Floorplan with the power grid:
Pins as bars on the die edge.
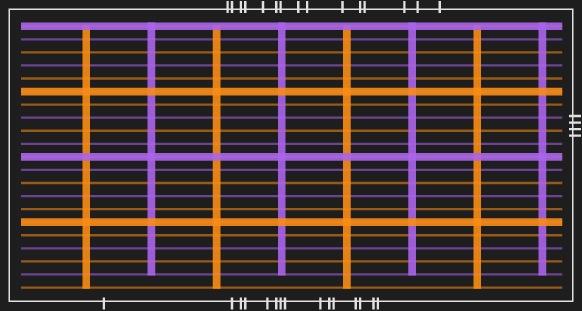
Logic cells by family:
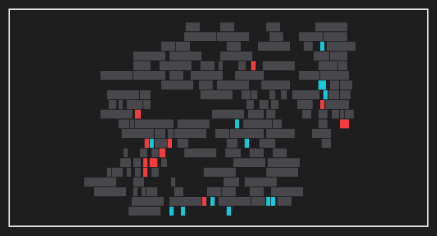
Metal 1:
Supply wires on this layer in grey.
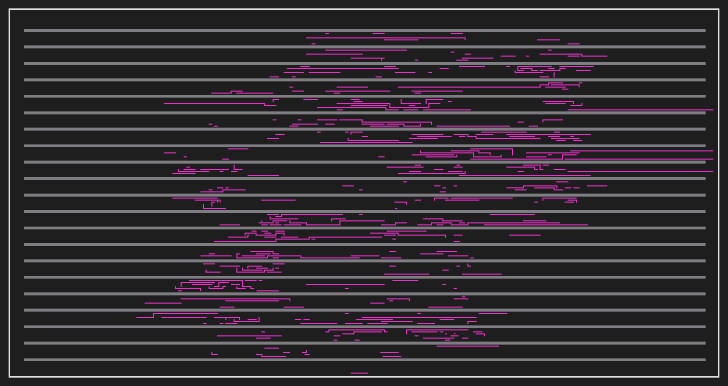
$ cat config.mk
export PLATFORM = sky130hd
export DESIGN_NAME = bcd_display_scan
export DESIGN_NICKNAME = d
export VERILOG_FILES = /design/src/rtl/bcd_display_scan.sv
export SDC_FILE = /design/constraint.sdc
export NUM_CORES = 1
export LEC_CHECK = 0
export ABC_CLOCK_PERIOD_IN_PS = 2400
export CAP_MARGIN = 20
export CORE_ASPECT_RATIO = 0.5
export CORE_MARGIN = 2
export CORE_UTILIZATION = 25
export DETAILED_ROUTE_END_ITERATION = 8
export DONT_BUFFER_PORTS = 1
export PLACE_DENSITY_LB_ADDON = 0.3
export RECOVER_POWER = 25
export SETUP_SLACK_MARGIN = 0.2
export SLEW_MARGIN = 20
export SYNTH_ARGS = -nofsm -noshare
export SYNTH_HDL_FRONTEND = slang
export SYNTH_SLANG_ARGS = --single-unit
$ cat constraint.sdc
create_clock -name CLK -period 2.4 [get_ports CLK]
set_clock_uncertainty 0.05 [all_clocks]
set_input_delay 0.48 -clock CLK [delete_from_list [all_inputs] [get_ports CLK]]
set_output_delay 0.48 -clock CLK [all_outputs]
set_load 0.01 [all_outputs]
$ cat src/rtl/bcd_display_scan.sv
// ---------------------------------------------------------------------------
// bcd_display_scan
//
// Multiplexed driver for a four-digit, common-anode seven-segment display fed
// by a BCD counter chain. A snapshot register captures the counter digits on
// LOAD, and a prescaler/digit-index pair scans the four digits so that each
// one is driven for SCAN_DIV clock cycles. The display shows leading-zero
// blanking (optional) and a sticky overflow indicator on the units decimal
// point.
//
// Parameters
//   SCAN_DIV  clock cycles each digit is driven (>= 1)
//
// Ports
//   CLK       in   clock, all state changes on the rising edge
//   CLR       in   asynchronous active-high reset
//   DIGITS    in   [15:0] BCD digits: [3:0] units .. [15:12] thousands
//   LOAD      in   capture DIGITS into the snapshot register
//   CO_IN     in   carry-out pulse from the top counter digit, sets overflow
//   OVF_ACK   in   clears the overflow flag (CO_IN wins if both are high)
//   BLANK_EN  in   enable leading-zero blanking
//   AN        out  [3:0] digit anodes, active-low, one-hot-low
//   SEG       out  [6:0] segments {g,f,e,d,c,b,a}, active-low
//   DP        out  decimal point, active-low
// ---------------------------------------------------------------------------
module bcd_display_scan #(
  parameter int SCAN_DIV = 1000
) (
  input  logic        CLK,
  input  logic        CLR,
  input  logic [15:0] DIGITS,
  input  logic        LOAD,
  input  logic        CO_IN,
  input  logic        OVF_ACK,
  input  logic        BLANK_EN,
  output logic [3:0]  AN,
  output logic [6:0]  SEG,
  output logic        DP
);

  // Prescaler width; a divider of 1 still gets a 1-bit counter that simply
  // stays at zero, which makes the index advance on every edge.
  localparam int PW = (SCAN_DIV > 1) ? $clog2(SCAN_DIV) : 1;
  localparam logic [PW-1:0] PRESC_LAST = PW'(SCAN_DIV - 1);
  localparam logic [PW-1:0] PRESC_ONE  = PW'(1);

  // Segment patterns, active-low {g,f,e,d,c,b,a}
  localparam logic [6:0] SEG_0     = 7'b1000000;
  localparam logic [6:0] SEG_1     = 7'b1111001;
  localparam logic [6:0] SEG_2     = 7'b0100100;
  localparam logic [6:0] SEG_3     = 7'b0110000;
  localparam logic [6:0] SEG_4     = 7'b0011001;
  localparam logic [6:0] SEG_5     = 7'b0010010;
  localparam logic [6:0] SEG_6     = 7'b0000010;
  localparam logic [6:0] SEG_7     = 7'b1111000;
  localparam logic [6:0] SEG_8     = 7'b0000000;
  localparam logic [6:0] SEG_9     = 7'b0010000;
  localparam logic [6:0] SEG_DASH  = 7'b0111111;
  localparam logic [6:0] SEG_BLANK = 7'b1111111;

  // -------------------------------------------------------------------------
  // State
  // -------------------------------------------------------------------------
  logic [15:0]   snapshot_reg;
  logic [PW-1:0] presc_reg;
  logic [1:0]    idx_reg;
  logic          ovf_reg;

  logic          presc_wrap;

  assign presc_wrap = (presc_reg == PRESC_LAST);

  // Snapshot of the counter chain. Only this register feeds the display, so
  // the segments never follow DIGITS while the counter is still rippling.
  always_ff @(posedge CLK or posedge CLR) begin
    if (CLR) begin
      snapshot_reg <= 16'h0000;
    end else if (LOAD) begin
      snapshot_reg <= DIGITS;
    end
  end

  // Scan timing. Nothing but the clock and reset touches these, so the dwell
  // per digit is exactly SCAN_DIV cycles regardless of LOAD/CO_IN/OVF_ACK.
  always_ff @(posedge CLK or posedge CLR) begin
    if (CLR) begin
      presc_reg <= '0;
      idx_reg   <= 2'd0;
    end else if (presc_wrap) begin
      presc_reg <= '0;
      idx_reg   <= idx_reg + 2'd1;  // natural 2-bit wrap 3 -> 0
    end else begin
      presc_reg <= presc_reg + PRESC_ONE;
    end
  end

  // Sticky overflow flag; a carry arriving in the same cycle as the
  // acknowledge must not be lost, so the set term is tested first.
  always_ff @(posedge CLK or posedge CLR) begin
    if (CLR) begin
      ovf_reg <= 1'b0;
    end else if (CO_IN) begin
      ovf_reg <= 1'b1;
    end else if (OVF_ACK) begin
      ovf_reg <= 1'b0;
    end
  end

  // -------------------------------------------------------------------------
  // Leading-zero detection
  // -------------------------------------------------------------------------
  // nib_zero[i]  : snapshot nibble i is zero
  // lead_zero[i] : nibble i and every more significant nibble are zero
  // The units digit is never a leading zero, so a value of 0 shows "0".
  logic [3:0] nib_zero;
  logic [3:0] lead_zero;

  genvar gi;
  generate
    for (gi = 0; gi < 4; gi++) begin : g_nib_zero
      assign nib_zero[gi] = (snapshot_reg[gi*4 +: 4] == 4'd0);
    end

    for (gi = 1; gi < 4; gi++) begin : g_lead_zero
      assign lead_zero[gi] = &nib_zero[3:gi];
    end
  endgenerate

  assign lead_zero[0] = 1'b0;

  // -------------------------------------------------------------------------
  // Output decode
  // -------------------------------------------------------------------------
  logic [3:0] cur_nibble;
  logic       cur_blank;
  logic [6:0] cur_seg;

  assign cur_nibble = snapshot_reg[{idx_reg, 2'b00} +: 4];
  assign cur_blank  = BLANK_EN && lead_zero[idx_reg];

  always_comb begin
    cur_seg = SEG_DASH;
    case (cur_nibble)
      4'd0:    cur_seg = SEG_0;
      4'd1:    cur_seg = SEG_1;
      4'd2:    cur_seg = SEG_2;
      4'd3:    cur_seg = SEG_3;
      4'd4:    cur_seg = SEG_4;
      4'd5:    cur_seg = SEG_5;
      4'd6:    cur_seg = SEG_6;
      4'd7:    cur_seg = SEG_7;
      4'd8:    cur_seg = SEG_8;
      4'd9:    cur_seg = SEG_9;
      default: cur_seg = SEG_DASH;  // 10..15 are not BCD
    endcase
  end

  // A blanked digit keeps its anode asserted so brightness and scan timing
  // are identical whether or not blanking is enabled.
  assign AN  = ~(4'b0001 << idx_reg);
  assign SEG = cur_blank ? SEG_BLANK : cur_seg;
  assign DP  = ~(ovf_reg && (idx_reg == 2'd0));

endmodule

==> results_dict.tcl <==
# flow metrics
set metrics [dict create \
    yosys_cells 137 \
    fraction_of_the_yosys_area_taken_by_sequential_cells_pct 45.5 \
    synth_warnings 0 \
    floorplan.die_area_um2 7080 \
    detail_route.vias_per_cell 4.38 \
    grt.total_usage_pct 10.4 \
    cts_resized 6 \
    timing.max_slew.rel_slack_pct 24.0 \
    detail_route.wirelength_um 3410 \
    drt-initial-drc-count 20 \
    core-area_um2 6130 \
    endpoint "SEG[2]" \
    yosys.stat.chipArea_um2 1600 \
    arrival_ns 1.90 \
    dieWidth_um 117 \
    layout.cells.most_common "dfrtp_1" \
    status "finished with violations" \
    core_utilization_of_the_finished_layout_pct 33.2 \
    num-nets-final 182 \
    ys_seq_elements 29 \
    timing.final.crit_share_pct 101 \
    leakage_nw 0.845 \
    worst-endpoint-required_ns 1.87 \
    r2r_setup_slack_ns 0.51 \
    worst_case_vdd_ir_drop_v 0.000383 \
    clock_tree.root_cell "clkbuf_16" \
    crit_fanout 5 \
    rows 20 \
    seqPwrFrac_pct 37.6 \
    rsz_0062_raised_after_global_routing "true" \
    first_global_vias 1128 \
    area_delta_synth_final_pct 27.5 \
    pre_cts_ws_ns 0.103 \
    clock_sinks 29 \
    cap_viol_max_count 0 \
    gr-total-overflow 0 \
    timing_max_transition_violations_final 0 \
    nature_of_the_critical_path_startpoint "flip-flop" \
    top_cells_excl_fill_tap "28 x dfrtp_1, 17 x mux2_2, 9 x inv_1, 9 x buf_4, 8 x nor2_1" \
    post_synthesis_cells 137 \
    route.detailed.drc 0 \
    worstReg2RegStart "presc_reg[0]$_DFF_PP0_" \
    ios 34 \
    path_clk_slew_ns 0.05 \
    log.warning_count 36 \
    crit_start "idx_reg[0]$_DFFE_PP0N_" \
    timing.hold.worst.class "in2async" \
    worst_r2r_endpoint "idx_reg[1]$_DFFE_PP0N_" \
    total_nets_after_synthesis 169 \
    detailedRoute.firstPassIterationCount 3 \
    final_antenna_net_count 0 \
    final_period_minus_worst_setup_slack_ns 2.43 \
    num_antenna_cells 0 \
    port_buffers 0 \
    cts_hold_buf 0 \
    final_tally_of_setup_violations 6 \
    globalplace.congestion 0.707 \
    worst-r2r-cell-count 5 \
    grt_max_degree 22 \
    worstSkewPairLatency_ns 0.27 \
    cts_tree "built" \
    hpwlAfterDp_um 2380 \
    floorplan.initialDensity_pct 26.0 \
    layout_setup_ws_ns -0.0291 \
    syn-cell-area_um2 1600 \
    endpoint_class_of_the_critical_path "output port" \
    power.share.clock_pct 49.1 \
    power_report.internal_total_mw 1.13 \
    p_sw_share_pct 21.8 \
    num_vias 1047 \
    mapped_avg_cell_area_um2 11.7 \
    grt_antenna_before_repair 0 \
    finalHoldViolCount 0 \
    grt_first_pass_wirelength_um 5440 \
    die_height_um 60.5 \
    violations "setup timing" \
    power.combinational.fraction_pct 13.3 \
    synth_cell_types 32 \
    post-layout-total-power_mw 1.45 \
    maximum_level_of_the_cts_h_tree 2 \
    detail_route.wl_per_cell_um 14.3 \
    post-cts-setup-buffer-count 5 \
    cts_made_buffers 5 \
    power_per_cell_area_nw_per_um2 713 \
]
Back to the opening pictures, 'floorplan with the power grid':
Orange stands for VSS. Purple stands for VDD.
The core has 20 rows. 8 straps on met4. 4 straps on met5.

Back to the opening pictures, 'logic cells by family':
Cyan stands for inverters, cells 12, most used inv_1. Red stands for NAND gates, cells 11, most used nand2_1.

Back to the opening pictures, 'metal 1':
161 nets have wire on it. The longest straight run is 26.2 um.

logic make-up after synthesis:
kind of cell    count (synthesis)  synth area share [%]
fa+ha+maj                      10                  7.84
flops                          29                  45.5
mux                            24                  19.5
simple gates                   32                  10.2
compound gates                 16                  7.29
xor+xnor                        8                  4.39
buf+inv                        18                  5.33
per-stage QoR:
| stage | hold slack (ns) | std cells | TNS [ns] | cell area, um2 |
|---|---|---|---|---|
| 2_1_floorplan | 0.383 | 137 | 0 | 1610 |
| 3_3_place_gp | 0.291 | 222 | 0 | 1700 |
| 3_5_place_dp | 0.304 | 222 | 0 | 1700 |
| 4_1_cts | 0.0202 | 236 | -0.121 | 1960 |
| 5_1_grt | 0.0281 | 239 | -0.617 | 2040 |
| 6_report | 0.0122 | 239 | -0.0883 | 2040 |
cell usage after synthesis:
| cell | count | area (um2) |
|---|---|---|
| dfrtp_1 | 29 | 726 |
| a21oi_1 | 5 | 25.0 |
| nor3_1 | 2 | 10.0 |
| or2_0 | 1 | 6.26 |
| clkbuf_1 | 1 | 3.75 |
| buf_2 | 2 | 10.0 |
| buf_6 | 2 | 22.5 |
| xnor2_1 | 5 | 43.8 |
| and3_1 | 1 | 6.26 |
| nand3_1 | 2 | 10.0 |
| nand3b_1 | 1 | 7.51 |
| ha_1 | 10 | 125 |
| mux2i_1 | 3 | 30.0 |
| nand2_1 | 7 | 26.3 |
| o21bai_1 | 3 | 22.5 |
| a21o_1 | 3 | 22.5 |
| o31ai_2 | 1 | 12.5 |
| nor2_1 | 8 | 30.0 |
| nor2b_1 | 2 | 12.5 |
| inv_1 | 12 | 45.0 |
| and4b_1 | 1 | 10.0 |
| o31a_1 | 1 | 8.76 |
| buf_1 | 1 | 3.75 |
| nand4_1 | 1 | 6.26 |
| o21a_1 | 1 | 7.51 |
| mux2_2 | 17 | 191 |
| and2_1 | 2 | 12.5 |
| xor2_1 | 3 | 26.3 |
| o21ai_2 | 1 | 8.76 |
| nor4_1 | 4 | 25.0 |
| mux4_2 | 4 | 90.1 |
| a311oi_1 | 1 | 8.76 |
layout make-up:
| cell class | instances | area, um2 |
|---|---|---|
| timing repair buffer | 11 | 82.6 |
| inverter | 12 | 47.5 |
| fill | 616 | 4100 |
| clock inverter | 1 | 30.0 |
| tap | 88 | 110 |
| sequential | 29 | 727 |
| multi-input combinational | 91 | 896 |
| clock buffer | 7 | 143 |
layer usage:
| layer | up-vias | track usage [%] | wire length [um] | part of all wire [%] |
|---|---|---|---|---|
| li1 | 501 | - | - | - |
| met4 | 0 | 5.55 | 100 | 2.9 |
| met1 | 516 | 11.3 | 1450 | 42 |
| met3 | 13 | 3.00 | 82 | 2.4 |
| met2 | 17 | 18.8 | 1780 | 52 |
| met5 | - | 0 | 0 | 0 |
power by group through the flow:
stage                     Sequential, mW  Clock [mW]  Combinational, mW
final                              0.546       0.712              0.193
after global routing               0.550       0.754              0.209
after CTS                          0.546       0.727              0.158
after detailed placement           0.551           0              0.142
after global placement             0.550           0              0.136
after floorplan                    0.539           0              0.127
critical path, cell delays in order (launching register included):
cell     delay, ns
dfrtp_2       0.41
buf_6         0.11
mux4_2        0.58
o21ai_4       0.20
o31ai_4       0.11
a21o_1        0.22
Power figures rest on the tool's default switching activity, not on a simulated workload.
